**config.mk**
```make
export PLATFORM = sky130hd
export DESIGN_NAME = mem_access
export DESIGN_NICKNAME = d
export VERILOG_FILES = /design/src/rtl/rv32i_pkg.sv /design/src/rtl/mem_access_align.sv /design/src/rtl/mem_access.sv
export SDC_FILE = /design/constraint.sdc
export NUM_CORES = 1
export LEC_CHECK = 0
export CAP_MARGIN = 10
export CELL_PAD_IN_SITES_DETAIL_PLACEMENT = 0
export CELL_PAD_IN_SITES_GLOBAL_PLACEMENT = 1
export CORE_UTILIZATION = 36
export DETAILED_ROUTE_END_ITERATION = 10
export GPL_ROUTABILITY_DRIVEN = 0
export GPL_TIMING_DRIVEN = 1
export PLACE_DENSITY = 0.82
export SYNTH_ARGS = -nofsm -noshare
export SYNTH_HDL_FRONTEND = slang
export SYNTH_SLANG_ARGS = --single-unit
```
**constraint.sdc**
```tcl
create_clock -name clk_i -period 3.4 [get_ports clk_i]
set_input_delay 0.68 -clock clk_i [delete_from_list [all_inputs] [get_ports clk_i]]
set_output_delay 0.68 -clock clk_i [all_outputs]
set_load 0.01 [all_outputs]
```
**src/rtl/rv32i_pkg.sv**
```systemverilog
// Shared RV32I load/store width codes and memory-access FSM encoding.
package rv32i_pkg;

  localparam logic [2:0] LB  = 3'b000;
  localparam logic [2:0] LH  = 3'b001;
  localparam logic [2:0] LW  = 3'b010;
  localparam logic [2:0] LBU = 3'b100;
  localparam logic [2:0] LHU = 3'b101;
  localparam logic [2:0] SB  = 3'b000;
  localparam logic [2:0] SH  = 3'b001;
  localparam logic [2:0] SW  = 3'b010;

  typedef enum logic [1:0] {
    IDLE = 2'd0,
    REQ  = 2'd1,
    WAIT = 2'd2,
    DONE = 2'd3
  } mem_state_e;

  // Halfword needs addr[0]=0, word needs addr[1:0]=0; bytes are always aligned.
  function automatic logic is_misaligned(input logic [2:0] funct3, input logic [1:0] lane);
    case (funct3[1:0])
      2'b01:   return lane[0];
      2'b10:   return lane != 2'b00;
      default: return 1'b0;
    endcase
  endfunction

endpackage

```
**src/rtl/mem_access_align.sv**
```systemverilog
// Combinational load extract (sign/zero extend) and sub-word store merge.
module mem_align
  import rv32i_pkg::*;
(
  input  logic [2:0]  funct3_i,
  input  logic [1:0]  lane_i,
  input  logic [31:0] rdata_i,
  input  logic [31:0] sdata_i,
  output logic [31:0] load_data_o,
  output logic [31:0] store_data_o
);

  logic [7:0]  byte_sel;
  logic [15:0] half_sel;

  always_comb begin
    byte_sel = rdata_i[{lane_i, 3'b000} +: 8];
    half_sel = lane_i[1] ? rdata_i[31:16] : rdata_i[15:0];

    load_data_o = rdata_i;
    case (funct3_i)
      LB:      load_data_o = {{24{byte_sel[7]}}, byte_sel};
      LBU:     load_data_o = {24'h000000, byte_sel};
      LH:      load_data_o = {{16{half_sel[15]}}, half_sel};
      LHU:     load_data_o = {16'h0000, half_sel};
      default: load_data_o = rdata_i;
    endcase

    store_data_o = rdata_i;
    case (funct3_i)
      SB: store_data_o[{lane_i, 3'b000} +: 8] = sdata_i[7:0];
      SH: begin
        if (lane_i[1]) store_data_o[31:16] = sdata_i[15:0];
        else           store_data_o[15:0]  = sdata_i[15:0];
      end
      default: store_data_o = sdata_i;
    endcase
  end

endmodule

```
**src/rtl/mem_access.sv**
```systemverilog
// RV32I memory-access stage: loads, read-modify-write sub-word stores, pass-through.
// Optional MEM_MISALIGN_TRAP_EN adds mem_misalign_o and traps unaligned halfword/word accesses.
module mem_access
  import rv32i_pkg::*;
#(
  parameter int unsigned TIMEOUT_CYC = 16
) (
  input  logic        clk_i,
  input  logic        rst_i,
  input  logic        state_mem_i,
  input  logic        ex_load_i,
  input  logic        ex_store_i,
  input  logic [2:0]  ex_funct3_i,
  input  logic [31:0] ex_addr_i,
  input  logic [31:0] ex_sdata_i,
  input  logic        ex_reg_wr_en_i,
  input  logic [4:0]  ex_reg_addr_i,
  input  logic [31:0] ex_reg_data_i,
  input  logic        ex_csr_wr_en_i,
  input  logic [11:0] ex_csr_addr_i,
  input  logic [31:0] ex_csr_data_i,
  output logic        dmem_req_o,
  output logic [31:0] dmem_addr_o,
  input  logic        dmem_gnt_i,
  input  logic        dmem_rvalid_i,
  input  logic [31:0] dmem_rdata_i,
  output logic        mem_done_o,
  output logic        mem_buserr_o,
`ifdef MEM_MISALIGN_TRAP_EN
  output logic        mem_misalign_o,
`endif
  output logic        wrbk_reg_wr_en_o,
  output logic [4:0]  wrbk_reg_addr_o,
  output logic [31:0] wrbk_reg_data_o,
  output logic        wrbk_mem_wr_en_o,
  output logic [31:0] wrbk_mem_addr_o,
  output logic [31:0] wrbk_mem_data_o,
  output logic        wrbk_csr_wr_en_o,
  output logic [11:0] wrbk_csr_addr_o,
  output logic [31:0] wrbk_csr_data_o
);

  localparam int unsigned CW = $clog2(TIMEOUT_CYC + 1);
  localparam logic [CW-1:0] TMO_LAST = CW'(TIMEOUT_CYC - 1);

  mem_state_e state_q, state_d;
  logic [CW-1:0] cnt_q;
  logic start, go_done, tmo_abort, misalign_hit, tmo_last, idle;

  logic        load_q, store_q, reg_wr_en_q, csr_wr_en_q;
  logic [2:0]  funct3_q;
  logic [4:0]  reg_addr_q;
  logic [11:0] csr_addr_q;
  logic [31:0] addr_q, sdata_q, reg_data_q, csr_data_q;

  logic        src_load, src_store, src_reg_wr_en, src_csr_wr_en;
  logic [2:0]  src_funct3;
  logic [4:0]  src_reg_addr;
  logic [11:0] src_csr_addr;
  logic [31:0] src_addr, src_sdata, src_reg_data, src_csr_data;
  logic [31:0] load_data, store_data;

  // Immediate completions finish on the start edge, before capture regs are loaded,
  // so write-back is built from the live inputs in IDLE and the captured copy otherwise.
  assign idle          = (state_q == IDLE);
  assign src_load      = idle ? ex_load_i      : load_q;
  assign src_store     = idle ? ex_store_i     : store_q;
  assign src_funct3    = idle ? ex_funct3_i    : funct3_q;
  assign src_addr      = idle ? ex_addr_i      : addr_q;
  assign src_sdata     = idle ? ex_sdata_i     : sdata_q;
  assign src_reg_wr_en = idle ? ex_reg_wr_en_i : reg_wr_en_q;
  assign src_reg_addr  = idle ? ex_reg_addr_i  : reg_addr_q;
  assign src_reg_data  = idle ? ex_reg_data_i  : reg_data_q;
  assign src_csr_wr_en = idle ? ex_csr_wr_en_i : csr_wr_en_q;
  assign src_csr_addr  = idle ? ex_csr_addr_i  : csr_addr_q;
  assign src_csr_data  = idle ? ex_csr_data_i  : csr_data_q;

  assign tmo_last    = (cnt_q == TMO_LAST);
  assign dmem_req_o  = (state_q == REQ);
  assign dmem_addr_o = {addr_q[31:2], 2'b00};

  mem_align u_align (
    .funct3_i     (src_funct3),
    .lane_i       (src_addr[1:0]),
    .rdata_i      (dmem_rdata_i),
    .sdata_i      (src_sdata),
    .load_data_o  (load_data),
    .store_data_o (store_data)
  );

  always_ff @(posedge clk_i) begin
    if (rst_i) state_q <= IDLE;
    else       state_q <= state_d;
  end

  always_comb begin
    state_d      = state_q;
    start        = 1'b0;
    go_done      = 1'b0;
    tmo_abort    = 1'b0;
    misalign_hit = 1'b0;
    unique case (state_q)
      IDLE: begin
        if (state_mem_i) begin
          start = 1'b1;
`ifdef MEM_MISALIGN_TRAP_EN
          misalign_hit = (ex_load_i || ex_store_i) && is_misaligned(ex_funct3_i, ex_addr_i[1:0]);
`endif
          if (!misalign_hit && (ex_load_i || (ex_store_i && ex_funct3_i != SW))) begin
            state_d = REQ;
          end else begin
            state_d = DONE;
            go_done = 1'b1;
          end
        end
      end
      REQ: begin
        if (tmo_last) begin
          state_d   = DONE;
          go_done   = 1'b1;
          tmo_abort = 1'b1;
        end else if (dmem_gnt_i) begin
          state_d = WAIT;
        end
      end
      WAIT: begin
        if (dmem_rvalid_i) begin
          state_d = DONE;
          go_done = 1'b1;
        end else if (tmo_last) begin
          state_d   = DONE;
          go_done   = 1'b1;
          tmo_abort = 1'b1;
        end
      end
      DONE:    state_d = IDLE;
      default: state_d = IDLE;
    endcase
  end

  always_ff @(posedge clk_i) begin
    if (rst_i || start) cnt_q <= '0;
    else if (state_q == REQ || state_q == WAIT) cnt_q <= cnt_q + 1'b1;
  end

  always_ff @(posedge clk_i) begin
    if (rst_i) begin
      load_q      <= 1'b0;
      store_q     <= 1'b0;
      funct3_q    <= '0;
      addr_q      <= '0;
      sdata_q     <= '0;
      reg_wr_en_q <= 1'b0;
      reg_addr_q  <= '0;
      reg_data_q  <= '0;
      csr_wr_en_q <= 1'b0;
      csr_addr_q  <= '0;
      csr_data_q  <= '0;
    end else if (start) begin
      load_q      <= ex_load_i;
      store_q     <= ex_store_i;
      funct3_q    <= ex_funct3_i;
      addr_q      <= ex_addr_i;
      sdata_q     <= ex_sdata_i;
      reg_wr_en_q <= ex_reg_wr_en_i;
      reg_addr_q  <= ex_reg_addr_i;
      reg_data_q  <= ex_reg_data_i;
      csr_wr_en_q <= ex_csr_wr_en_i;
      csr_addr_q  <= ex_csr_addr_i;
      csr_data_q  <= ex_csr_data_i;
    end
  end

  always_ff @(posedge clk_i) begin
    if (rst_i) begin
      mem_done_o       <= 1'b0;
      mem_buserr_o     <= 1'b0;
`ifdef MEM_MISALIGN_TRAP_EN
      mem_misalign_o   <= 1'b0;
`endif
      wrbk_reg_wr_en_o <= 1'b0;
      wrbk_reg_addr_o  <= '0;
      wrbk_reg_data_o  <= '0;
      wrbk_mem_wr_en_o <= 1'b0;
      wrbk_mem_addr_o  <= '0;
      wrbk_mem_data_o  <= '0;
      wrbk_csr_wr_en_o <= 1'b0;
      wrbk_csr_addr_o  <= '0;
      wrbk_csr_data_o  <= '0;
    end else begin
      mem_done_o   <= go_done;
      mem_buserr_o <= tmo_abort;
`ifdef MEM_MISALIGN_TRAP_EN
      mem_misalign_o <= misalign_hit;
`endif
      if (go_done) begin
        wrbk_reg_wr_en_o <= src_reg_wr_en && !src_store && !tmo_abort && !misalign_hit;
        wrbk_reg_addr_o  <= src_reg_addr;
        wrbk_reg_data_o  <= src_load ? load_data : src_reg_data;
        wrbk_mem_wr_en_o <= src_store && !tmo_abort && !misalign_hit;
        wrbk_mem_addr_o  <= {src_addr[31:2], 2'b00};
        wrbk_mem_data_o  <= src_store ? store_data : '0;
        wrbk_csr_wr_en_o <= src_csr_wr_en;
        wrbk_csr_addr_o  <= src_csr_addr;
        wrbk_csr_data_o  <= src_csr_data;
      end
    end
  end

endmodule

```
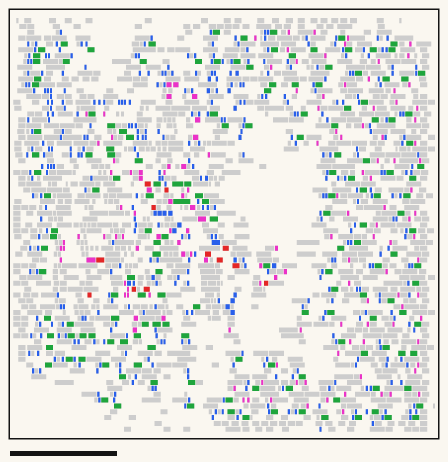
Run 1: gate families picked out
Scale bar: 50 um.
nand cells: drawn in blue, cells 423, most used nand2_1, where widely spread. mux cells: drawn in green, cells 164, most used mux2i_1, where widely spread. and/or cells: drawn in red, cells 12, most used and3_1. nor cells: drawn in magenta, cells 138, most used nor2_1, where widely spread.
most used logic cell in the final layout: nand2_1
post-route insts no fill: 2507
logic share of the area: 36.7%

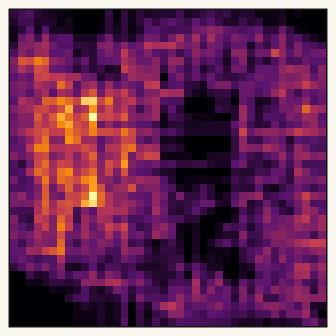
Run 1: wiring heat map
The die is cut into 40 by 40 equal tiles; black is low, pale yellow is high, scaled to the fullest tile. Values are wire area over tile area, all layers added.
The mean over all tiles is 0.20. The fullest tile reaches 0.78. 8.9% of the tiles are over half the peak.
WL final: 48200 um
gr usage total: 23.4%
via count: 13200
WL/cell: 19.2 um

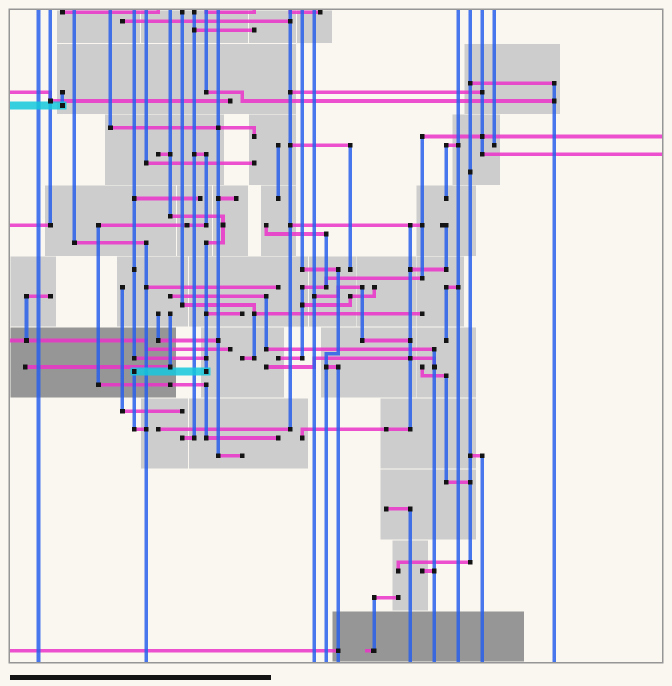
Run 1: layout detail
Scale bar: 10 um. Window x 87 to 112, y 47 to 72 um. Cells in gray, sequential cells in the stronger gray; small squares are vias.
M1: drawn in magenta. M3: drawn in cyan. M2: drawn in blue.
Most frequent: clkdlybuf4s50_1 (4), nand2b_1 (3), ha_1 (3). 25 logic cells have their middle in the window. Netlist names of flops here include mem_buserr_o (1), state_q (1). Sequential cells in the window: 2.

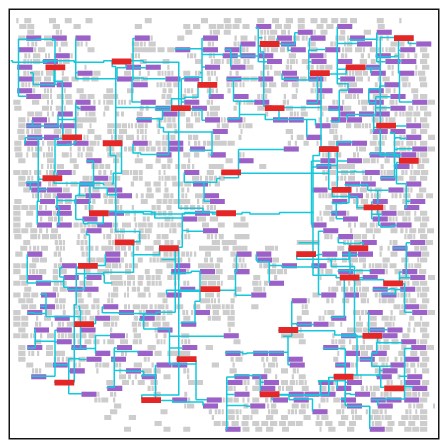
Run 1: clock network drawn from the DEF
flip-flops: drawn in purple, count 307. clock-net drivers: drawn in red, count 37. clock wires: drawn in cyan, length 4390 um.
Position of the flops: widely spread. There are 38 routed clock nets.
Final Skew: 20.2 ps
power in the clock group: 4340 uW
clock share of power: 27.9%
Latency at later pin: 550 ps

==> flow_summary.ini, run 1 <==
; physical design summary
[outcome]
status = finished clean

[synthesis]
syn_inst = 1685
yosysCellCount = 1685
ys.flop_type = dfxtp_1
synthArstFlopShare_pct = 0
ys_ff = 307
syn_avg_cell_area_sq_um = 8.33
syn_area_sq_um = 14000
ys_chip_area_sq_um = 14000
yosys_warnings = 0
ys_types = 62
edf_count = 0
yosysSeqAreaShare_pct = 43.8

[floorplanning]
die_h_um = 199
die_w_um = 199
die-area_sq_um = 39800
initial_core_util_pct = 36.9
fp-row-count = 71
io_pins = 372

[global_routing]
met2_usage_pct = 39.3
overflow = 0
met1_usage_pct = 28.6
grt_max_degree = 176
grt_pass1_vias = 12600
top_usage_layer = met2
use_met3_pct = 6.57
antenna_found_initial = 2
grt_first_pass_wirelength_um = 72100

[cells_and_area]
num-fill-cells = 3619
most-common-layout-cells = nand2_1 (401), clkdlybuf4s50_1 (366), dfxtp_1 (307), a21oi_1 (201), mux2i_1 (142)
area_growth_pct = 37.7
drive_above_1_share_pct = 7.12
nets = 2165

[drt]
antenna_left = 0
drtPass1Iterations = 5
drc = 0

[min_path]
hold_start = sdata_q[24]$_SDFFE_PP0P_
hold_end = sdata_q[24]$_SDFFE_PP0P_
min_path_cells = 2
hold_class = reg2reg

[sta]
fin_crit_ps = 3140
setup_viol = 0
whs_ps = 451
clock.fmax_ghz = 0.319
slew-limit-headroom_pct = 16.2
finalSetupTns_ps = 0
drv_slew = 0
worst_pin_slew_ps = 1250

[clocking]
cts_buffers = 37
cts_sinks = 307
clk_path_buf_depth = 3
clockRootBuffer = clkbuf_16
cts-htree-levels = 2
cts_hold_buf = 0
path_clk_slew_ps = 60

[worst_setup_path]
crit_path_max_fanout = 27
rr_startpoint = state_q[0]$_SDFFE_PP0P_
r2r_cells = 9
cp-startpoint = state_q[0]$_SDFFE_PP0P_
required_ps = 3860
end_kind = register
startpoint_type = register
r2r-end = wrbk_reg_data_o[3]$_SDFFE_PP0P_
arrival_ps = 3600
crit_path_end = wrbk_reg_data_o[3]$_SDFFE_PP0P_
critPathKind = reg2reg

[pwr]
p_leak_uw = 0.00733
power_frac_comb_pct = 41.3
switching_power_uw = 5680
power_density_nw_per_um2 = 805
internal_power_uw = 9880
swShare_pct = 36.5
vdd_drop_max_mv = 0.579

[placed_design]
hpwl_um = 33200
port_buffers = 367
dp.cells = 2439

[job]
tool_warnings = 37
cap_violations = 0
[run 1: critical path, cell delays in order, from the launching register on]
cell     delay, ps
dfxtp_1        330
inv_1          170
ha_4           410
buf_4          370
nor3b_1         80
a31oi_1        630
nor2b_1        260
o21ai_0        520
nand3_1        130
a21oi_1        140
[run 1: layer usage]
| metal | wire [um] | up-vias | share of wire [%] |
|---|---|---|---|
| met1 | 19800 | 6130 | 41 |
| li1 | - | 6453 | - |
| met3 | 4390 | 85 | 9.1 |
| met5 | 12 | - | 0.025 |
| met2 | 22500 | 506 | 47 |
| met4 | 1400 | 2 | 2.9 |
[run 1: logic make-up (layout without fill, tap and decap cells)]
family	Yosys count	count (layout)	synth area share [%]
AND/OR/NAND/NOR	573	573	16.5
AND-OR/OR-AND	451	451	20.7
flip-flops	307	307	43.8
buffers and inverters	177	484	6.11
multiplexers	164	164	11.9
adder cells (fa/ha/maj)	9	9	0.803
XOR/XNOR	3	3	0.187
other	1	5	0.0267
[run 1: cell usage after synthesis (3+ instances only)]
cell	n	area share [%]
a211o_1	3	0.19
a211oi_1	90	4.8
a21oi_1	201	7.2
a221o_1	7	0.50
a221oi_1	4	0.25
a222oi_1	3	0.21
a22oi_1	25	1.3
a311oi_1	6	0.37
a31oi_1	18	0.80
a32o_1	17	1.2
and3_1	3	0.13
buf_1	4	0.11
buf_2	40	1.4
buf_4	38	2.0
clkbuf_1	84	2.2
dfxtp_1	307	44
ha_1	9	0.80
inv_1	11	0.29
mux2_2	19	1.5
mux2i_1	143	10
nand2_1	402	11
nand2b_1	8	0.36
nand3_1	11	0.39
nor2_1	111	3.0
nor2b_1	5	0.22
nor3_1	9	0.32
nor3b_1	9	0.48
o211ai_1	3	0.16
o21a_1	3	0.16
o21ai_0	45	1.6
o22ai_1	5	0.22
o311ai_2	3	0.35
[run 1: area by class of cell]
type / instances / area [sq um] / share of cell area, %
multi-input cells: 1204 / 7090 / 36.7
diodes: 1 / 2.50 / 0.0130
inverters: 11 / 41.3 / 0.214
repair buffers: 406 / 4060 / 21.0
flip-flops and latches: 307 / 6150 / 31.8
clock inverters: 19 / 300 / 1.55
clock buffers: 48 / 1050 / 5.42
well taps: 511 / 639 / 3.31
[run 1: flip-flops by register name, summed over array words and instances (netlist names), 2 cells and up]
register and count:
wrbk_mem_addr_o 30, wrbk_mem_data_o 32, funct3_q 3, wrbk_reg_data_o 32, state_q 2, reg_data_q 32
sdata_q 32, wrbk_reg_addr_o 5, wrbk_csr_data_o 32, addr_q 32, reg_addr_q 5, csr_addr_q 12
cnt_q 5, wrbk_csr_addr_o 12, csr_data_q 32
[run 1: power by group through the flow]
stage	sequential (uW)	clock [uW]	combinational [uW]
final	4800	4340	6420
after global routing	4890	4600	6970
after CTS	4810	4440	6460
after detailed placement	4880	0	6430
after global placement	4850	0	6350
after floorplan	4960	0	3850
[run 1: per-stage QoR]
stage	instance area [sq um]	utilization [%]	total power (uW)	setup WS, ps
global placement	18000	47.3	11200	279
finish	19300	50.8	15600	265
detailed placement	18000	47.3	11300	193
floorplan	14000	-	8810	520
CTS	19300	50.8	15700	317
global route	19300	50.8	16500	92.5
Run 1, placed standard cells:
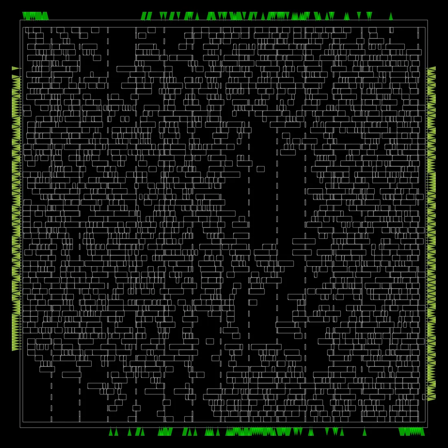

==> run 2: changes to the inputs <==
- CORE_UTILIZATION: 36 -> 39
- PLACE_DENSITY: 0.82 -> 0.88
- clock period: 3.4 -> 3.9 ns (I/O delays scaled with it)
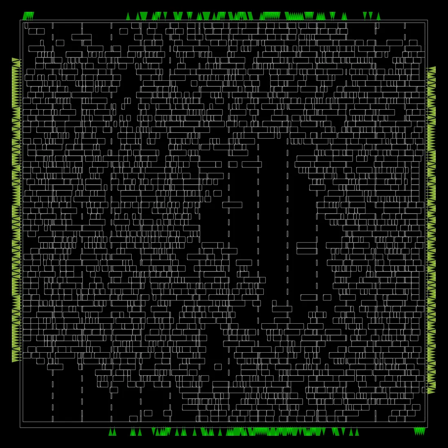
Run 2: placed standard cells
flop count: 307
core region area: 35500 sq um
final core utilization: 53.8%
Tapcells: 461

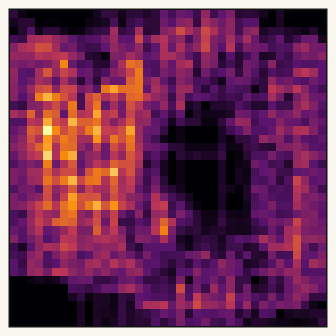
Run 2: wiring heat map
The die is cut into 38 by 38 equal tiles; black is low, pale yellow is high, scaled to the fullest tile. Values are wire area over tile area, all layers added.
The fullest tile reaches 0.76. The mean over all tiles is 0.21. 11% of the tiles are over half the peak. The densest ninth of the die: left middle. 8.6% of the tiles are nearly empty.

==> run 2 against run 1 <==
  * Die area down 7.6%
  * Critical endpoint is now wrbk_reg_data_o[2]$_SDFFE_PP0P_
  * Cell area decreased by 1.1%
  * Largest cell class unchanged
  * Total power down 15%
  * Sequential power fell by 13%
  * Fmax down 0.36%
  * Count of clock-buffer cells in the layout is 7 higher
  * Combinational power down 14%
  * Final cell count down 2.3%
  * Register-to-register slack gained 490 ps
  * Clock power fell by about 20%
==> flow_summary.ini, run 2 <==
; physical design summary
[cells_and_area]
lay_top_count = nand2_1
drive_above_1_share_pct = 6.39
layout.area.seq_sq_um = 6150
area_growth_pct = 36.1
logic_area_sq_um = 7090
most-common-layout-cells = nand2_1 (401), clkdlybuf4s50_1 (366), dfxtp_1 (307), a21oi_1 (201), mux2i_1 (142)
num-fill-cells = 3219

[synthesis]
ys.flop_type = dfxtp_1
top_cells_by_count = nand2_1 (402), dfxtp_1 (307), a21oi_1 (201), mux2i_1 (143), nor2_1 (111)
syn_avg_cell_area_sq_um = 8.33
synthArstFlopShare_pct = 0
syn_area_sq_um = 14000
synth_top_area_share_pct = 43.8
syn_inst = 1685
yosysTopAreaCell = dfxtp_1
edf_count = 0
yosysCellCount = 1685
ys_ff = 307
top_cells_by_area = dfxtp_1 (44%), nand2_1 (11%), mux2i_1 (10%), a21oi_1 (7.2%), a211oi_1 (4.8%)
yosysSeqAreaShare_pct = 43.8
ys_chip_area_sq_um = 14000
most_common_cell = nand2_1
yosys_warnings = 0

[floorplanning]
die_w_um = 192
io_pins = 372
initial_core_util_pct = 39.5
die-area_sq_um = 36700

[outcome]
status = finished clean

[pwr]
power_density_nw_per_um2 = 690
p_leak_uw = 0.00723
vdd_drop_max_mv = 0.449
p_total_uw = 13200

[drt]
drt-wirelength-per-cell_um = 18.9
antenna_left = 0
wirelength_um = 46200
vias = 13300
drc = 0
drtPass1Iterations = 5

[sta]
slew-limit-headroom_pct = 16.9
drv_slew = 0
worst_pin_slew_ps = 1250
fin_skew_ps = 10.7
hold_violations = 0
fin_crit_ps = 3150
setup_viol = 0
finalSetupTns_ps = 0
clock.fmax_ghz = 0.318

[global_routing]
grt_first_pass_wirelength_um = 69900
grt_pass1_vias = 12600
grt_max_degree = 192
overflow = 0
grt.total_usage_pct = 24.2

[clocking]
clockRootBuffer = clkbuf_16
path_clk_slew_ps = 60
clk_path_buf_depth = 3
cts_sinks = 307
cts_buffers = 37
cts_hold_buf = 0
cts-htree-levels = 2

[worst_setup_path]
arrival_ps = 3580
crit_path_max_fanout = 34
required_ps = 4340
end_kind = register
critPathKind = reg2reg

[job]
cap_violations = 0
tool_warnings = 37

[placed_design]
port_buffers = 367
hpwl_um = 31900

[min_path]
hold_class = reg2reg
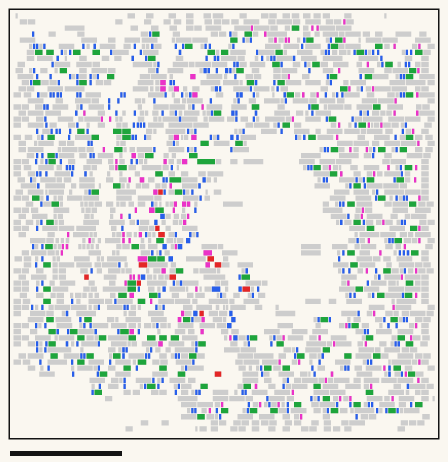
Run 2: gate families picked out
Scale bar: 50 um.
nor cells: drawn in magenta, cells 138, most used nor2_1, where widely spread. nand cells: drawn in blue, cells 423, most used nand2_1, where widely spread. mux cells: drawn in green, cells 164, most used mux2i_1, where widely spread. and/or cells: drawn in red, cells 12, most used and3_1.

==> run 2: cell counts after synthesis <==
Identical to the previous run, type by type.
==> run 2: kinds of logic after synthesis <==
kind of cell    share of synthesized area [%]
simple gates                             16.5
mux                                      11.9
fa+ha+maj                               0.803
buf+inv                                  6.11
flops                                    43.8
other cells                            0.0267
compound gates                           20.7
xor+xnor                                0.187
==> run 2: path summary, 6_finish.rpt <==
| check | startpoint | endpoint | slack [ps] | cells after the start |
|---|---|---|---|---|
| worst min-delay path | csr_addr_q[4]$_SDFFE_PP0P_ | csr_addr_q[4]$_SDFFE_PP0P_ | 450 | 2 |
| worst max-delay path | state_q[0]$_SDFFE_PP0P_ | wrbk_reg_data_o[2]$_SDFFE_PP0P_ | 750 | 9 |
| worst min register to register | csr_addr_q[4]$_SDFFE_PP0P_ | csr_addr_q[4]$_SDFFE_PP0P_ | 450 | 2 |
| worst max register to register | state_q[0]$_SDFFE_PP0P_ | wrbk_reg_data_o[2]$_SDFFE_PP0P_ | 750 | 9 |
==> run 2: stage by stage <==
stage / hold WS, ps / area, sq um / instances / setup WS (ps)
floorplan: 432 / 14000 / 1688 / 1020
global placement: 437 / 17900 / 2384 / 476
detailed placement: 444 / 17900 / 2384 / 415
CTS: 451 / 19100 / 2448 / 767
global route: 468 / 19100 / 2449 / 500
finish: 451 / 19100 / 2450 / 754
==> run 2: critical path, stage by stage (launching register included) <==
cell and delay, ps:
dfxtp_1 330, inv_1 160, ha_4 400, buf_4 500
nor3b_1 90, a31oi_1 580, nor2b_1 230, o21ai_0 470
nand3_1 140, a21oi_1 150
==> run 2: metal layers <==
layer  up-vias  routed length, um  GRT usage (%)
met2       524              21300           40.0
met3       118               3690           6.01
met4         0               1950           10.5
met1      6225              19200           29.8
li1       6449                  -              -
met5         -                  0              0
==> run 2: where the power goes <==
group / internal, uW / switching, uW
clock network: 2140 / 1320
registers: 3800 / 394
logic: 2420 / 3110
total: 8360 / 4820
==> run 2: area by class of cell <==
class                   instances  share of cell area, %
inverters                      11                  0.216
well taps                     461                   3.02
diodes                          2                 0.0262
multi-input cells            1204                   37.1
repair buffers                401                   21.0
flip-flops and latches        307                   32.2
clock buffers                  55                   5.74
clock inverters                 9                  0.668
Run 2, clock network drawn from the DEF:
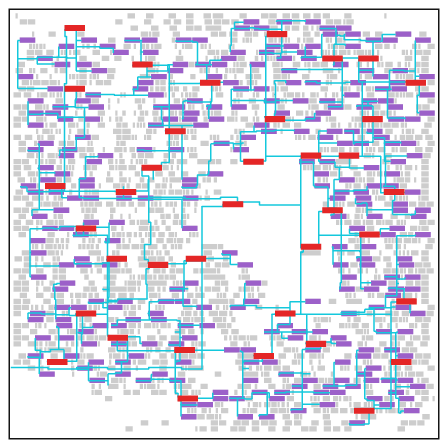

==> run 3: changes to the inputs <==
- CORE_UTILIZATION: 39 -> 32
- PLACE_DENSITY: 0.88 -> 0.77
- clock period: 3.9 -> 2.7 ns (I/O delays scaled with it)
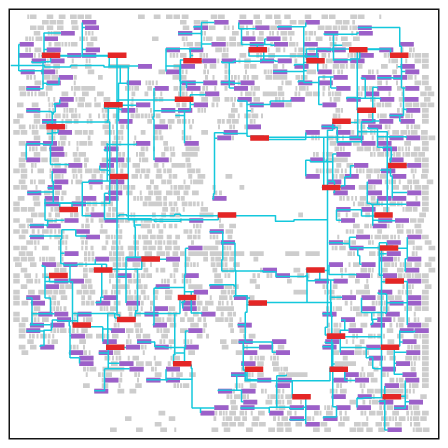
Run 3: clock network drawn from the DEF
clock wires: drawn in cyan, length 4530 um. clock-net drivers: drawn in red, count 37. flip-flops: drawn in purple, count 307.
Position of the flops: widely spread.

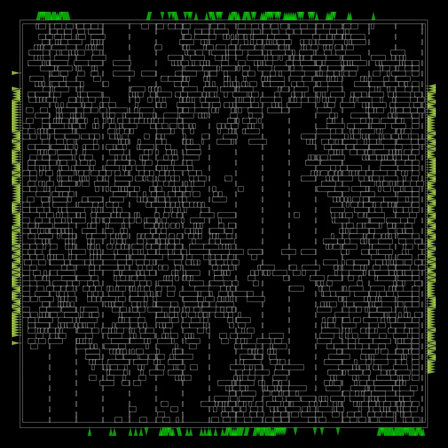
Run 3: placed standard cells
Filler cells: 4237
core region area: 43200 sq um
flop share of the area: 30.7%
Tapcells: 585
cell row count: 76

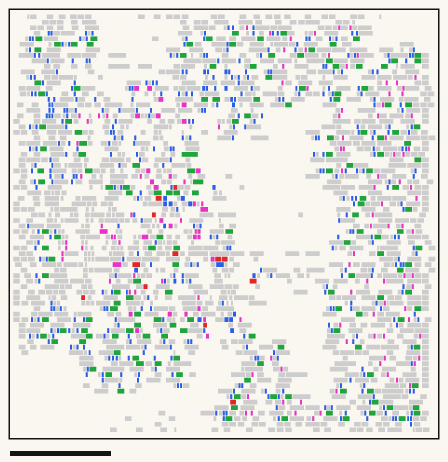
Run 3: gate families picked out
Scale bar: 50 um.
mux cells: drawn in green, cells 164, most used mux2i_1, where widely spread. and/or cells: drawn in red, cells 12, most used and3_1, where middle. nor cells: drawn in magenta, cells 139, most used nor2_1, where widely spread. nand cells: drawn in blue, cells 423, most used nand2_1, where widely spread.

==> run 3 against run 2 <==
  * Clock skew increased by 4.8 ps
  * Sequential share of layout area decreased by 1.5 points
  * Cell area increased by 4.8%
  * Final cell count increased by 8.2%
  * First-iteration DRC count increased by 4.6%
  * Clock power increased by 52%
  * Critical path depth increased by 1
  * Critical endpoint is now wrbk_mem_data_o[22]$_SDFFE_PP0P_
  * Largest cell class unchanged
  * Routed wire length increased by 8.8%
==> flow_summary.ini, run 3 <==
; physical design summary
[outcome]
status = finished clean

[sta]
whs_ps = 389
setup_viol = 0
fin_skew_ps = 15.5
clock.fmax_ghz = 0.390
layout_setup_ws_ps = 136
finalSetupTns_ps = 0
worst_pin_slew_ps = 1120
drv_slew = 0
slew-limit-headroom_pct = 25.6
hold_violations = 0

[synthesis]
syn_area_sq_um = 14000
edf_count = 0
yosys_warnings = 0
syn_inst = 1685
ys.flop_type = dfxtp_1
ys_types = 62
ys_chip_area_sq_um = 14000
yosysTopAreaCell = dfxtp_1
yosysSeqAreaShare_pct = 43.8
ys_ff = 307
syn_avg_cell_area_sq_um = 8.33
top_cells_by_area = dfxtp_1 (44%), nand2_1 (11%), mux2i_1 (10%), a21oi_1 (7.2%), a211oi_1 (4.8%)
most_common_cell = nand2_1
synthArstFlopShare_pct = 0
top_cells_by_count = nand2_1 (402), dfxtp_1 (307), a21oi_1 (201), mux2i_1 (143), nor2_1 (111)

[pwr]
pwr-share-clk_pct = 26.1
p_leak_uw = 0.00766
swShare_pct = 36.5
power_density_nw_per_um2 = 1010
pwr-share-seq_pct = 30.0
power_frac_comb_pct = 43.9
vdd_drop_max_mv = 0.455
p_total_uw = 20100
switching_power_uw = 7360
internal_power_uw = 12800

[clocking]
cts_sinks = 307
clk_path_buf_depth = 3
cts_buffers = 37
cts-htree-levels = 2
clockRootBuffer = clkbuf_16

[drt]
wirelength_um = 50300
post_drt_via_cell_ratio = 5.10
drc = 0
drt-wirelength-per-cell_um = 19.0
drtPass1Iterations = 5
vias = 13500
antenna_left = 0

[global_routing]
overflow = 0
grt_pass1_vias = 12900
grt.total_usage_pct = 21.7
grt_first_pass_wirelength_um = 74800
antenna_found_initial = 5
grt_max_degree = 154

[cells_and_area]
drive_above_1_share_pct = 9.99
layout.area.seq_sq_um = 6150
most-common-layout-cells = nand2_1 (401), clkdlybuf4s50_1 (366), dfxtp_1 (307), a21oi_1 (201), mux2i_1 (142)
lay_top_count = nand2_1
nets = 2234
area_growth_pct = 42.7

[floorplanning]
die_h_um = 211
initial_core_util_pct = 32.5
io_pins = 372
die-area_sq_um = 44700

[worst_setup_path]
startpoint_type = register
required_ps = 3180
crit_path_max_fanout = 8
r2r_cells = 10
end_kind = register
arrival_ps = 3040

[min_path]
min_path_cells = 2
hold_class = in2reg

[placed_design]
pre_cts_slack_ps = -261
port_buffers = 367
hpwl_um = 35400

[job]
tool_warnings = 37
cap_violations = 0
-- run 3: cell types whose count changed in the layout (fill, tap and decap cells not counted), sizes merged, moves of 2 or more --
| cell | change |
|---|---|
| bufinv | +3 |
| clkinvlp | +2 |
| buf | +72 |
| clkbuf | -4 |
-- run 3: routing by layer --
layer | vias to the layer above | part of all wire, % | wire length, um | GRT usage [%]
met5 | - | 0.052 | 26 | 0
met4 | 4 | 3.3 | 1650 | 9.67
met3 | 98 | 8.2 | 4130 | 5.41
met2 | 508 | 46 | 23300 | 35.0
met1 | 6306 | 42 | 21100 | 27.2
li1 | 6592 | - | - | -
-- run 3: layout make-up --
| cell class | instances | share of cell area (%) |
|---|---|---|
| antenna | 3 | 0.0375 |
| clock inverter | 15 | 1.21 |
| inverter | 11 | 0.206 |
| tap | 585 | 3.66 |
| timing repair buffer | 474 | 23.6 |
| clock buffer | 50 | 5.12 |
| multi-input combinational | 1205 | 35.5 |
| sequential | 307 | 30.7 |
-- run 3: final timing paths --
check	end	slack, ps	from
setup reg to reg	wrbk_mem_data_o[22]$_SDFFE_PP0P_	140	state_q[0]$_SDFFE_PP0P_
hold reg to reg	sdata_q[24]$_SDFFE_PP0P_	450	sdata_q[24]$_SDFFE_PP0P_
hold / removal	load_q$_SDFFE_PP0P_	390	rst_i
setup / recovery	wrbk_mem_data_o[22]$_SDFFE_PP0P_	140	state_q[0]$_SDFFE_PP0P_
-- run 3: metrics by stage --
step           area [sq um]  util (%)  instances
2_1_floorplan         14000         -       1688
3_3_place_gp          18600      43.1       2571
3_5_place_dp          18600      43.1       2571
4_1_cts               19900      46.0       2637
5_1_grt               20000      46.4       2649
6_report              20000      46.4       2650
-- run 3: logic make-up (layout without fill, tap and decap cells) --
group	after synthesis	count (layout)	synth area share [%]
compound gates	451	451	20.7
xor+xnor	3	3	0.187
fa+ha+maj	9	9	0.803
buf+inv	177	550	6.11
flops	307	307	43.8
mux	164	164	11.9
other cells	1	7	0.0267
simple gates	573	574	16.5
-- run 3: repair_timing --
| action | in CTS | in global routing |
|---|---|---|
| hold buffers | 0 | 0 |
| buffers inserted | 0 | 9 |
| gates resized | 1 | 5 |
| endpoints found under the hold margin | 0 | 0 |
| setup endpoints to repair | 8 | 49 |
| gates cloned | 1 | 1 |
| pin swaps | 1 | 2 |
-- run 3: power groups by stage --
stage          clock network (uW)  registers [uW]  logic, uW
6_report                     5260            6050       8840
5_1_grt                      5570            6170       9510
4_1_cts                      5400            6060       8660
3_5_place_dp                    0            6150       8600
3_3_place_gp                    0            6120       8500
2_1_floorplan                   0            6250       4860
-- run 3: worst max-delay path: stages, from the launching register on --
cell and delay (ps):
dfxtp_1 330, inv_1 150, ha_4 240, mux2i_1 250, inv_1 90, ha_1 220, mux2_2 280, o21ai_2 340
a21oi_1 150, a211oi_1 270, a221o_1 160
No activity file was given, so power comes from the tool's default toggle rates.
